--- config.mk ---
export PLATFORM = sky130hd
export DESIGN_NAME = id_ex_stage_flat
export DESIGN_NICKNAME = d
export VERILOG_FILES = /design/src/rtl/mips_ctrl_pkg.sv /design/src/rtl/id_ex_stage_if.sv /design/src/rtl/load_use_detect.sv /design/src/rtl/id_ex_stage.sv /design/src/flat_wrapper.sv
export SDC_FILE = /design/constraint.sdc
export NUM_CORES = 1
export LEC_CHECK = 0
export ABC_AREA = 0
export CAP_MARGIN = 20
export CORE_AREA = 2 2 122 124
export DETAILED_ROUTE_END_ITERATION = 7
export DIE_AREA = 0 0 124 126
export GPL_ROUTABILITY_DRIVEN = 0
export PLACE_DENSITY_LB_ADDON = 0.08
export SETUP_SLACK_MARGIN = 0.4
export SLEW_MARGIN = 20
export SYNTH_ARGS = -nofsm -noshare
export SYNTH_HDL_FRONTEND = slang
export SYNTH_SLANG_ARGS = --single-unit
--- constraint.sdc ---
create_clock -name clk_i -period 1.6 [get_ports clk_i]
set_input_delay 0.24 -clock clk_i [delete_from_list [all_inputs] [get_ports clk_i]]
set_output_delay 0.24 -clock clk_i [all_outputs]
set_load 0.05 [all_outputs]
--- src/rtl/mips_ctrl_pkg.sv ---
// Shared MIPS control definitions: ALU op and branch type encodings and the
// registered control bundle carried from ID into EX.
package mips_ctrl_pkg;

    localparam int unsigned ALU_OP_W  = 3;
    localparam int unsigned BR_TYPE_W = 2;
    localparam int unsigned CNT_W     = 16;

    typedef enum logic [ALU_OP_W-1:0] {
        ALU_RTYPE = 3'b000,
        ALU_ADD   = 3'b001,
        ALU_SUB   = 3'b010,
        ALU_SLT   = 3'b011,
        ALU_LUI   = 3'b100,
        ALU_OR    = 3'b101,
        ALU_BGEZ  = 3'b110
    } alu_op_e;

    typedef enum logic [BR_TYPE_W-1:0] {
        BR_BEQ  = 2'd0,
        BR_BGEZ = 2'd1,
        BR_BLT  = 2'd2,
        BR_BNE  = 2'd3
    } br_type_e;

    // Controls that travel with the instruction; all-zero is a bubble.
    typedef struct packed {
        logic     reg_write;
        logic     alu_src;
        logic     branch;
        logic     mem_read;
        logic     mem_write;
        logic     mem_to_reg;
        alu_op_e  alu_op;
        br_type_e branch_type;
    } ctrl_t;

    // Increment that sticks at all-ones.
    function automatic logic [CNT_W-1:0] sat_inc(input logic [CNT_W-1:0] v);
        return (v == {CNT_W{1'b1}}) ? v : v + 1'b1;
    endfunction

endpackage

--- src/rtl/id_ex_stage_if.sv ---
// ID/EX stage bus: ID-side instruction fields, flush/stall, and the registered
// EX-side outputs. Signal suffixes are from the stage's point of view.
//   master : upstream/downstream pipeline (drives id_*, flush_i)
//   slave  : the id_ex_stage itself (drives ex_*, stall_o)
interface id_ex_stage_if #(
    parameter int unsigned DATA_W     = 32,
    parameter int unsigned REG_ADDR_W = 5
);
    logic                  id_valid_i;
    logic [DATA_W-1:0]     id_pc_plus4_i;
    logic [DATA_W-1:0]     id_rs_data_i;
    logic [DATA_W-1:0]     id_rt_data_i;
    logic [DATA_W-1:0]     id_imm_i;
    logic [REG_ADDR_W-1:0] id_rs_addr_i;
    logic [REG_ADDR_W-1:0] id_rt_addr_i;
    logic [REG_ADDR_W-1:0] id_rd_addr_i;
    logic                  id_reg_write_i;
    logic                  id_alu_src_i;
    logic                  id_reg_dst_i;
    logic                  id_branch_i;
    logic                  id_mem_read_i;
    logic                  id_mem_write_i;
    logic                  id_mem_to_reg_i;
    logic [2:0]            id_alu_op_i;
    logic [1:0]            id_branch_type_i;
    logic                  flush_i;
    logic                  stall_o;
    logic                  ex_valid_o;
    logic [DATA_W-1:0]     ex_pc_plus4_o;
    logic [DATA_W-1:0]     ex_rs_data_o;
    logic [DATA_W-1:0]     ex_rt_data_o;
    logic [DATA_W-1:0]     ex_imm_o;
    logic [REG_ADDR_W-1:0] ex_rs_addr_o;
    logic [REG_ADDR_W-1:0] ex_rt_addr_o;
    logic [REG_ADDR_W-1:0] ex_wr_addr_o;
    logic                  ex_reg_write_o;
    logic                  ex_alu_src_o;
    logic                  ex_branch_o;
    logic                  ex_mem_read_o;
    logic                  ex_mem_write_o;
    logic                  ex_mem_to_reg_o;
    logic [2:0]            ex_alu_op_o;
    logic [1:0]            ex_branch_type_o;

    modport master (
        output id_valid_i, id_pc_plus4_i, id_rs_data_i, id_rt_data_i, id_imm_i,
               id_rs_addr_i, id_rt_addr_i, id_rd_addr_i, id_reg_write_i, id_alu_src_i,
               id_reg_dst_i, id_branch_i, id_mem_read_i, id_mem_write_i, id_mem_to_reg_i,
               id_alu_op_i, id_branch_type_i, flush_i,
        input  stall_o, ex_valid_o, ex_pc_plus4_o, ex_rs_data_o, ex_rt_data_o, ex_imm_o,
               ex_rs_addr_o, ex_rt_addr_o, ex_wr_addr_o, ex_reg_write_o, ex_alu_src_o,
               ex_branch_o, ex_mem_read_o, ex_mem_write_o, ex_mem_to_reg_o, ex_alu_op_o,
               ex_branch_type_o
    );

    modport slave (
        input  id_valid_i, id_pc_plus4_i, id_rs_data_i, id_rt_data_i, id_imm_i,
               id_rs_addr_i, id_rt_addr_i, id_rd_addr_i, id_reg_write_i, id_alu_src_i,
               id_reg_dst_i, id_branch_i, id_mem_read_i, id_mem_write_i, id_mem_to_reg_i,
               id_alu_op_i, id_branch_type_i, flush_i,
        output stall_o, ex_valid_o, ex_pc_plus4_o, ex_rs_data_o, ex_rt_data_o, ex_imm_o,
               ex_rs_addr_o, ex_rt_addr_o, ex_wr_addr_o, ex_reg_write_o, ex_alu_src_o,
               ex_branch_o, ex_mem_read_o, ex_mem_write_o, ex_mem_to_reg_o, ex_alu_op_o,
               ex_branch_type_o
    );
endinterface

--- src/rtl/load_use_detect.sv ---
// Combinational load-use hazard detector.
//   ex_*_i : load currently in EX (valid, mem_read, destination rt)
//   id_*_i : instruction in ID (valid, source addresses, rt-usage controls)
//   hazard_o : ID reads the register the EX load is about to write
module load_use_detect #(
    parameter int unsigned REG_ADDR_W = 5
) (
    input  logic                  ex_valid_i,
    input  logic                  ex_mem_read_i,
    input  logic [REG_ADDR_W-1:0] ex_rt_addr_i,
    input  logic                  id_valid_i,
    input  logic [REG_ADDR_W-1:0] id_rs_addr_i,
    input  logic [REG_ADDR_W-1:0] id_rt_addr_i,
    input  logic                  id_alu_src_i,
    input  logic                  id_mem_write_i,
    output logic                  hazard_o
);
    logic rt_used;
    logic rs_match;
    logic rt_match;

    // rt is a source for R-type ops and as store data.
    assign rt_used  = !id_alu_src_i | id_mem_write_i;
    assign rs_match = (ex_rt_addr_i == id_rs_addr_i);
    assign rt_match = rt_used & (ex_rt_addr_i == id_rt_addr_i);

    // $zero is never a real dependency.
    assign hazard_o = ex_valid_i & ex_mem_read_i & (ex_rt_addr_i != '0) & id_valid_i &
                      (rs_match | rt_match);
endmodule

--- src/rtl/id_ex_stage.sv ---
// ID/EX pipeline register with RegDst resolution, load-use stall and flush.
//   clk_i  : clock, rising edge
//   rst_i  : asynchronous active-low reset
//   id_ex  : id_ex_stage_if slave (ID fields, flush_i in; ex_*, stall_o out)
//   bubble_cnt_o / flush_cnt_o : saturating event counters, present only when
//                                HAZARD_STATS_EN is defined
module id_ex_stage
    import mips_ctrl_pkg::*;
#(
    parameter int unsigned DATA_W     = 32,
    parameter int unsigned REG_ADDR_W = 5
) (
    input  logic                clk_i,
    input  logic                rst_i,
    id_ex_stage_if.slave        id_ex
`ifdef HAZARD_STATS_EN
    ,
    output logic [CNT_W-1:0]    bubble_cnt_o,
    output logic [CNT_W-1:0]    flush_cnt_o
`endif
);
    logic                  hazard;
    logic                  stall;
    logic                  bubble;

    logic                  valid_q, valid_d;
    ctrl_t                 ctrl_q, ctrl_d;
    ctrl_t                 id_ctrl;
    logic [DATA_W-1:0]     pc_q, rs_data_q, rt_data_q, imm_q;
    logic [REG_ADDR_W-1:0] rs_addr_q, rt_addr_q, wr_addr_q, wr_addr_d;

    load_use_detect #(
        .REG_ADDR_W (REG_ADDR_W)
    ) u_load_use_detect (
        .ex_valid_i     (valid_q),
        .ex_mem_read_i  (ctrl_q.mem_read),
        .ex_rt_addr_i   (rt_addr_q),
        .id_valid_i     (id_ex.id_valid_i),
        .id_rs_addr_i   (id_ex.id_rs_addr_i),
        .id_rt_addr_i   (id_ex.id_rt_addr_i),
        .id_alu_src_i   (id_ex.id_alu_src_i),
        .id_mem_write_i (id_ex.id_mem_write_i),
        .hazard_o       (hazard)
    );

    // Flush kills the ID instruction anyway, so it must not also stall.
    assign stall  = hazard & !id_ex.flush_i;
    assign bubble = stall | id_ex.flush_i;

    always_comb begin
        id_ctrl             = '0;
        id_ctrl.reg_write   = id_ex.id_reg_write_i;
        id_ctrl.alu_src     = id_ex.id_alu_src_i;
        id_ctrl.branch      = id_ex.id_branch_i;
        id_ctrl.mem_read    = id_ex.id_mem_read_i;
        id_ctrl.mem_write   = id_ex.id_mem_write_i;
        id_ctrl.mem_to_reg  = id_ex.id_mem_to_reg_i;
        id_ctrl.alu_op      = alu_op_e'(id_ex.id_alu_op_i);
        id_ctrl.branch_type = br_type_e'(id_ex.id_branch_type_i);

        valid_d = 1'b0;
        ctrl_d  = '0;
        if (!bubble) begin
            valid_d = id_ex.id_valid_i;
            ctrl_d  = id_ex.id_valid_i ? id_ctrl : '0;
        end

        wr_addr_d = id_ex.id_reg_dst_i ? id_ex.id_rd_addr_i : id_ex.id_rt_addr_i;
    end

    // Data and address fields are captured unconditionally; in a bubble they
    // are don't-care because valid and all controls are zero.
    always_ff @(posedge clk_i or negedge rst_i) begin
        if (!rst_i) begin
            valid_q   <= 1'b0;
            ctrl_q    <= '0;
            pc_q      <= '0;
            rs_data_q <= '0;
            rt_data_q <= '0;
            imm_q     <= '0;
            rs_addr_q <= '0;
            rt_addr_q <= '0;
            wr_addr_q <= '0;
        end else begin
            valid_q   <= valid_d;
            ctrl_q    <= ctrl_d;
            pc_q      <= id_ex.id_pc_plus4_i;
            rs_data_q <= id_ex.id_rs_data_i;
            rt_data_q <= id_ex.id_rt_data_i;
            imm_q     <= id_ex.id_imm_i;
            rs_addr_q <= id_ex.id_rs_addr_i;
            rt_addr_q <= id_ex.id_rt_addr_i;
            wr_addr_q <= wr_addr_d;
        end
    end

    assign id_ex.stall_o          = stall;
    assign id_ex.ex_valid_o       = valid_q;
    assign id_ex.ex_pc_plus4_o    = pc_q;
    assign id_ex.ex_rs_data_o     = rs_data_q;
    assign id_ex.ex_rt_data_o     = rt_data_q;
    assign id_ex.ex_imm_o         = imm_q;
    assign id_ex.ex_rs_addr_o     = rs_addr_q;
    assign id_ex.ex_rt_addr_o     = rt_addr_q;
    assign id_ex.ex_wr_addr_o     = wr_addr_q;
    assign id_ex.ex_reg_write_o   = ctrl_q.reg_write;
    assign id_ex.ex_alu_src_o     = ctrl_q.alu_src;
    assign id_ex.ex_branch_o      = ctrl_q.branch;
    assign id_ex.ex_mem_read_o    = ctrl_q.mem_read;
    assign id_ex.ex_mem_write_o   = ctrl_q.mem_write;
    assign id_ex.ex_mem_to_reg_o  = ctrl_q.mem_to_reg;
    assign id_ex.ex_alu_op_o      = ctrl_q.alu_op;
    assign id_ex.ex_branch_type_o = ctrl_q.branch_type;

`ifdef HAZARD_STATS_EN
    logic [CNT_W-1:0] bubble_cnt_q, bubble_cnt_d;
    logic [CNT_W-1:0] flush_cnt_q, flush_cnt_d;

    always_comb begin
        bubble_cnt_d = stall ? sat_inc(bubble_cnt_q) : bubble_cnt_q;
        flush_cnt_d  = id_ex.flush_i ? sat_inc(flush_cnt_q) : flush_cnt_q;
    end

    always_ff @(posedge clk_i or negedge rst_i) begin
        if (!rst_i) begin
            bubble_cnt_q <= '0;
            flush_cnt_q  <= '0;
        end else begin
            bubble_cnt_q <= bubble_cnt_d;
            flush_cnt_q  <= flush_cnt_d;
        end
    end

    assign bubble_cnt_o = bubble_cnt_q;
    assign flush_cnt_o  = flush_cnt_q;
`endif
endmodule

--- src/flat_wrapper.sv ---
// flat-port wrapper written by rule: the top's interface ports become plain ports
module id_ex_stage_flat import mips_ctrl_pkg::*;
#(
    parameter int unsigned DATA_W     = 32,
    parameter int unsigned REG_ADDR_W = 5
)
  (clk_i, rst_i, id_ex_id_valid_i, id_ex_id_pc_plus4_i, id_ex_id_rs_data_i, id_ex_id_rt_data_i, id_ex_id_imm_i, id_ex_id_rs_addr_i, id_ex_id_rt_addr_i, id_ex_id_rd_addr_i, id_ex_id_reg_write_i, id_ex_id_alu_src_i, id_ex_id_reg_dst_i, id_ex_id_branch_i, id_ex_id_mem_read_i, id_ex_id_mem_write_i, id_ex_id_mem_to_reg_i, id_ex_id_alu_op_i, id_ex_id_branch_type_i, id_ex_flush_i, id_ex_stall_o, id_ex_ex_valid_o, id_ex_ex_pc_plus4_o, id_ex_ex_rs_data_o, id_ex_ex_rt_data_o, id_ex_ex_imm_o, id_ex_ex_rs_addr_o, id_ex_ex_rt_addr_o, id_ex_ex_wr_addr_o, id_ex_ex_reg_write_o, id_ex_ex_alu_src_o, id_ex_ex_branch_o, id_ex_ex_mem_read_o, id_ex_ex_mem_write_o, id_ex_ex_mem_to_reg_o, id_ex_ex_alu_op_o, id_ex_ex_branch_type_o);
  id_ex_stage_if #(.DATA_W(DATA_W), .REG_ADDR_W(REG_ADDR_W)) id_ex_i ();
  input  logic clk_i;
  input  logic rst_i;
  input wire logic [$bits(id_ex_i.id_valid_i)-1:0] id_ex_id_valid_i;
  input wire logic [$bits(id_ex_i.id_pc_plus4_i)-1:0] id_ex_id_pc_plus4_i;
  input wire logic [$bits(id_ex_i.id_rs_data_i)-1:0] id_ex_id_rs_data_i;
  input wire logic [$bits(id_ex_i.id_rt_data_i)-1:0] id_ex_id_rt_data_i;
  input wire logic [$bits(id_ex_i.id_imm_i)-1:0] id_ex_id_imm_i;
  input wire logic [$bits(id_ex_i.id_rs_addr_i)-1:0] id_ex_id_rs_addr_i;
  input wire logic [$bits(id_ex_i.id_rt_addr_i)-1:0] id_ex_id_rt_addr_i;
  input wire logic [$bits(id_ex_i.id_rd_addr_i)-1:0] id_ex_id_rd_addr_i;
  input wire logic [$bits(id_ex_i.id_reg_write_i)-1:0] id_ex_id_reg_write_i;
  input wire logic [$bits(id_ex_i.id_alu_src_i)-1:0] id_ex_id_alu_src_i;
  input wire logic [$bits(id_ex_i.id_reg_dst_i)-1:0] id_ex_id_reg_dst_i;
  input wire logic [$bits(id_ex_i.id_branch_i)-1:0] id_ex_id_branch_i;
  input wire logic [$bits(id_ex_i.id_mem_read_i)-1:0] id_ex_id_mem_read_i;
  input wire logic [$bits(id_ex_i.id_mem_write_i)-1:0] id_ex_id_mem_write_i;
  input wire logic [$bits(id_ex_i.id_mem_to_reg_i)-1:0] id_ex_id_mem_to_reg_i;
  input wire logic [$bits(id_ex_i.id_alu_op_i)-1:0] id_ex_id_alu_op_i;
  input wire logic [$bits(id_ex_i.id_branch_type_i)-1:0] id_ex_id_branch_type_i;
  input wire logic [$bits(id_ex_i.flush_i)-1:0] id_ex_flush_i;
  output wire logic [$bits(id_ex_i.stall_o)-1:0] id_ex_stall_o;
  output wire logic [$bits(id_ex_i.ex_valid_o)-1:0] id_ex_ex_valid_o;
  output wire logic [$bits(id_ex_i.ex_pc_plus4_o)-1:0] id_ex_ex_pc_plus4_o;
  output wire logic [$bits(id_ex_i.ex_rs_data_o)-1:0] id_ex_ex_rs_data_o;
  output wire logic [$bits(id_ex_i.ex_rt_data_o)-1:0] id_ex_ex_rt_data_o;
  output wire logic [$bits(id_ex_i.ex_imm_o)-1:0] id_ex_ex_imm_o;
  output wire logic [$bits(id_ex_i.ex_rs_addr_o)-1:0] id_ex_ex_rs_addr_o;
  output wire logic [$bits(id_ex_i.ex_rt_addr_o)-1:0] id_ex_ex_rt_addr_o;
  output wire logic [$bits(id_ex_i.ex_wr_addr_o)-1:0] id_ex_ex_wr_addr_o;
  output wire logic [$bits(id_ex_i.ex_reg_write_o)-1:0] id_ex_ex_reg_write_o;
  output wire logic [$bits(id_ex_i.ex_alu_src_o)-1:0] id_ex_ex_alu_src_o;
  output wire logic [$bits(id_ex_i.ex_branch_o)-1:0] id_ex_ex_branch_o;
  output wire logic [$bits(id_ex_i.ex_mem_read_o)-1:0] id_ex_ex_mem_read_o;
  output wire logic [$bits(id_ex_i.ex_mem_write_o)-1:0] id_ex_ex_mem_write_o;
  output wire logic [$bits(id_ex_i.ex_mem_to_reg_o)-1:0] id_ex_ex_mem_to_reg_o;
  output wire logic [$bits(id_ex_i.ex_alu_op_o)-1:0] id_ex_ex_alu_op_o;
  output wire logic [$bits(id_ex_i.ex_branch_type_o)-1:0] id_ex_ex_branch_type_o;
  assign id_ex_i.id_valid_i = id_ex_id_valid_i;
  assign id_ex_i.id_pc_plus4_i = id_ex_id_pc_plus4_i;
  assign id_ex_i.id_rs_data_i = id_ex_id_rs_data_i;
  assign id_ex_i.id_rt_data_i = id_ex_id_rt_data_i;
  assign id_ex_i.id_imm_i = id_ex_id_imm_i;
  assign id_ex_i.id_rs_addr_i = id_ex_id_rs_addr_i;
  assign id_ex_i.id_rt_addr_i = id_ex_id_rt_addr_i;
  assign id_ex_i.id_rd_addr_i = id_ex_id_rd_addr_i;
  assign id_ex_i.id_reg_write_i = id_ex_id_reg_write_i;
  assign id_ex_i.id_alu_src_i = id_ex_id_alu_src_i;
  assign id_ex_i.id_reg_dst_i = id_ex_id_reg_dst_i;
  assign id_ex_i.id_branch_i = id_ex_id_branch_i;
  assign id_ex_i.id_mem_read_i = id_ex_id_mem_read_i;
  assign id_ex_i.id_mem_write_i = id_ex_id_mem_write_i;
  assign id_ex_i.id_mem_to_reg_i = id_ex_id_mem_to_reg_i;
  assign id_ex_i.id_alu_op_i = id_ex_id_alu_op_i;
  assign id_ex_i.id_branch_type_i = id_ex_id_branch_type_i;
  assign id_ex_i.flush_i = id_ex_flush_i;
  assign id_ex_stall_o = id_ex_i.stall_o;
  assign id_ex_ex_valid_o = id_ex_i.ex_valid_o;
  assign id_ex_ex_pc_plus4_o = id_ex_i.ex_pc_plus4_o;
  assign id_ex_ex_rs_data_o = id_ex_i.ex_rs_data_o;
  assign id_ex_ex_rt_data_o = id_ex_i.ex_rt_data_o;
  assign id_ex_ex_imm_o = id_ex_i.ex_imm_o;
  assign id_ex_ex_rs_addr_o = id_ex_i.ex_rs_addr_o;
  assign id_ex_ex_rt_addr_o = id_ex_i.ex_rt_addr_o;
  assign id_ex_ex_wr_addr_o = id_ex_i.ex_wr_addr_o;
  assign id_ex_ex_reg_write_o = id_ex_i.ex_reg_write_o;
  assign id_ex_ex_alu_src_o = id_ex_i.ex_alu_src_o;
  assign id_ex_ex_branch_o = id_ex_i.ex_branch_o;
  assign id_ex_ex_mem_read_o = id_ex_i.ex_mem_read_o;
  assign id_ex_ex_mem_write_o = id_ex_i.ex_mem_write_o;
  assign id_ex_ex_mem_to_reg_o = id_ex_i.ex_mem_to_reg_o;
  assign id_ex_ex_alu_op_o = id_ex_i.ex_alu_op_o;
  assign id_ex_ex_branch_type_o = id_ex_i.ex_branch_type_o;
  id_ex_stage #(.DATA_W(DATA_W), .REG_ADDR_W(REG_ADDR_W)) u_core (.clk_i(clk_i), .rst_i(rst_i), .id_ex(id_ex_i));
endmodule
==> metrics.cfg <==
[detailed_routing]
met2_length_mm = 7.22
wl_mm = 13.3
dr.pass1.iters = 4
via_per_inst = 4.06
detail_route.iter0.violations = 72
post-route-drc-count = 0

[global_route]
grt_usage_pct = 16.9
antenna_found_initial = 0
grt_pass1_wl_mm = 18.9
met3_usage_pct = 8.42
grt_pass1_vias = 3323
globalRoute.busiestLayer = met2
grt.met1_usage_pct = 16.7

[logic_synthesis]
syn_area_um2 = 4230
ys_sh_adder_pct = 0
synth_seq_share_pct = 91.7
ys_sh_xor_pct = 2.07
largest_area_cell = dfrtp_1
yosys.area.top_type_share_pct = 91.7
synth_flops = 155
area_leaders = dfrtp_1 (92%), xnor2_1 (2.1%), mux2_2 (1.3%)
syn_inst = 208
synth_nets = 367
yosysChipArea_um2 = 4230
synth.cellmix.compoundShare_pct = 2.31

[timing]
setup_ws_ns = -0.352
fmax_mhz = 512
worst_pin_slew_ns = 0.294
setup_viol = 1

[critical_path]
crit_buf_inv = 1
start_kind = flop
cp-end-kind = primary output
r2r-start = u_core.id_ex.ex_rt_addr_o[0]
cp.required_ns = 1.36
critical-path-max-stage-delay_ns = 0.44
crit_fanout = 3
slowest_stage = dfrtp_2
ff2ff_setup_slack_ns = 0.06
crit_path_end = id_ex_stall_o

[layout]
final_cell_count_no_fill = 755
largest_class = sequential cells
seq_area_share_pct = 44.3
inv_count = 1
clockNetworkAreaShare_pct = 6.47
drive_above_1_share_pct = 42.2
layout.nonclk_buf_share_pct = 41.5
logic_area_um2 = 447
buffers = 338
lay_top_count = clkdlybuf4s50_1
comb_cells = 49

[floorplan]
initial_utilization_pct = 29.5
rows = 44
die_x_um = 124
dieArea_um2 = 15600
dieHeight_um = 126

[power_and_ir_drop]
p_leak_nw = 3.97
ir_worst_vdd_v = 0.000617
top_power_group = sequential cells
p_total_mw = 9.97
switchingPower_mw = 2.57
swShare_pct = 25.8

[clock_tree]
cts_hold_buffers = 1
cts_tree = built
clkSinkCount = 155
clk_pin_slew_ns = 0.06
root_buffer = clkbuf_16
postCtsSetupRepairBufs = 4
cts_made_buffers = 17

[run]
max_cap_viol_count = 0

[placement]
place.detailed.hpwl_mm = 10.0
place_inst = 712
port_buffers = 314

[outcome]
status = finished with violations
violations = negative setup slack

-- state kept, by name, summed over array words and instances (netlist names) --
register,count
u_core.id_ex.ex_rs_addr_o,5
u_core.id_ex.ex_rt_data_o,32
u_core.id_ex.ex_mem_read_o,1
u_core.id_ex.ex_wr_addr_o,5
u_core.id_ex.ex_rs_data_o,32
u_core.id_ex.ex_reg_write_o,1
u_core.id_ex.ex_branch_type_o,2
u_core.id_ex.ex_pc_plus4_o,32
u_core.id_ex.ex_rt_addr_o,5
u_core.id_ex.ex_alu_src_o,1
u_core.id_ex.ex_imm_o,32
u_core.id_ex.ex_alu_op_o,3
u_core.id_ex.ex_branch_o,1
u_core.id_ex.ex_valid_o,1
u_core.id_ex.ex_mem_write_o,1
u_core.id_ex.ex_mem_to_reg_o,1
==> images/metal_stack.png <==
Bar = 20 um.
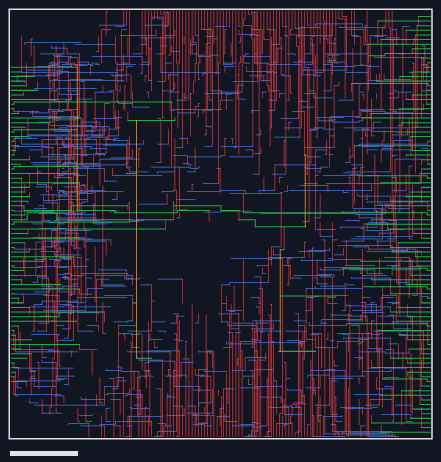
legend:
  orange:
    layer: met4
    wire_length: 163 um
  blue:
    layer: met1
    wire_length: 4210 um
  green:
    layer: met3
    wire_length: 1670 um
  red:
    layer: met2
    wire_length: 7220 um

==> images/port_nets.png <==
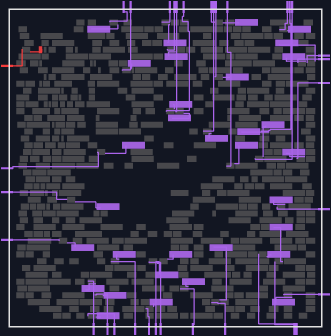
legend:
  purple:
    port: `id_ex_id_rs_data_i`
    bits: 32
    direction: input
    edge: 13 top, 11 bottom, 5 right, 3 left
    end_cells: 32
    buffers: 32
    wire: 1140 um
  red:
    port: `id_ex_id_branch_i`
    bits: 1
    direction: input
    edge: left
    end_cells: 1
    buffers: 1
    wire: 16.6 um

==> images/drive_strength.png <==
Bar = 20 um.
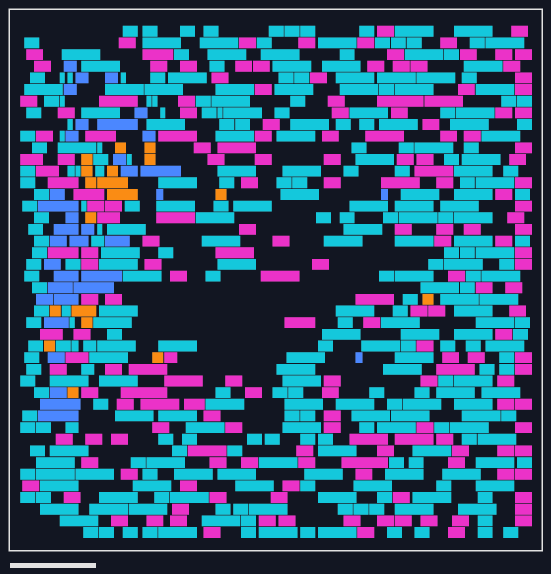
legend:
  magenta:
    size: drive 6 and up
    cells: 188
    most_used: buf_6
  orange:
    size: drive 3 to 4
    cells: 18
    most_used: buf_4
  cyan:
    size: drive 1 or less
    cells: 330
    most_used: clkdlybuf4s50_1
  blue:
    size: drive 2
    cells: 35
    most_used: a21oi_2

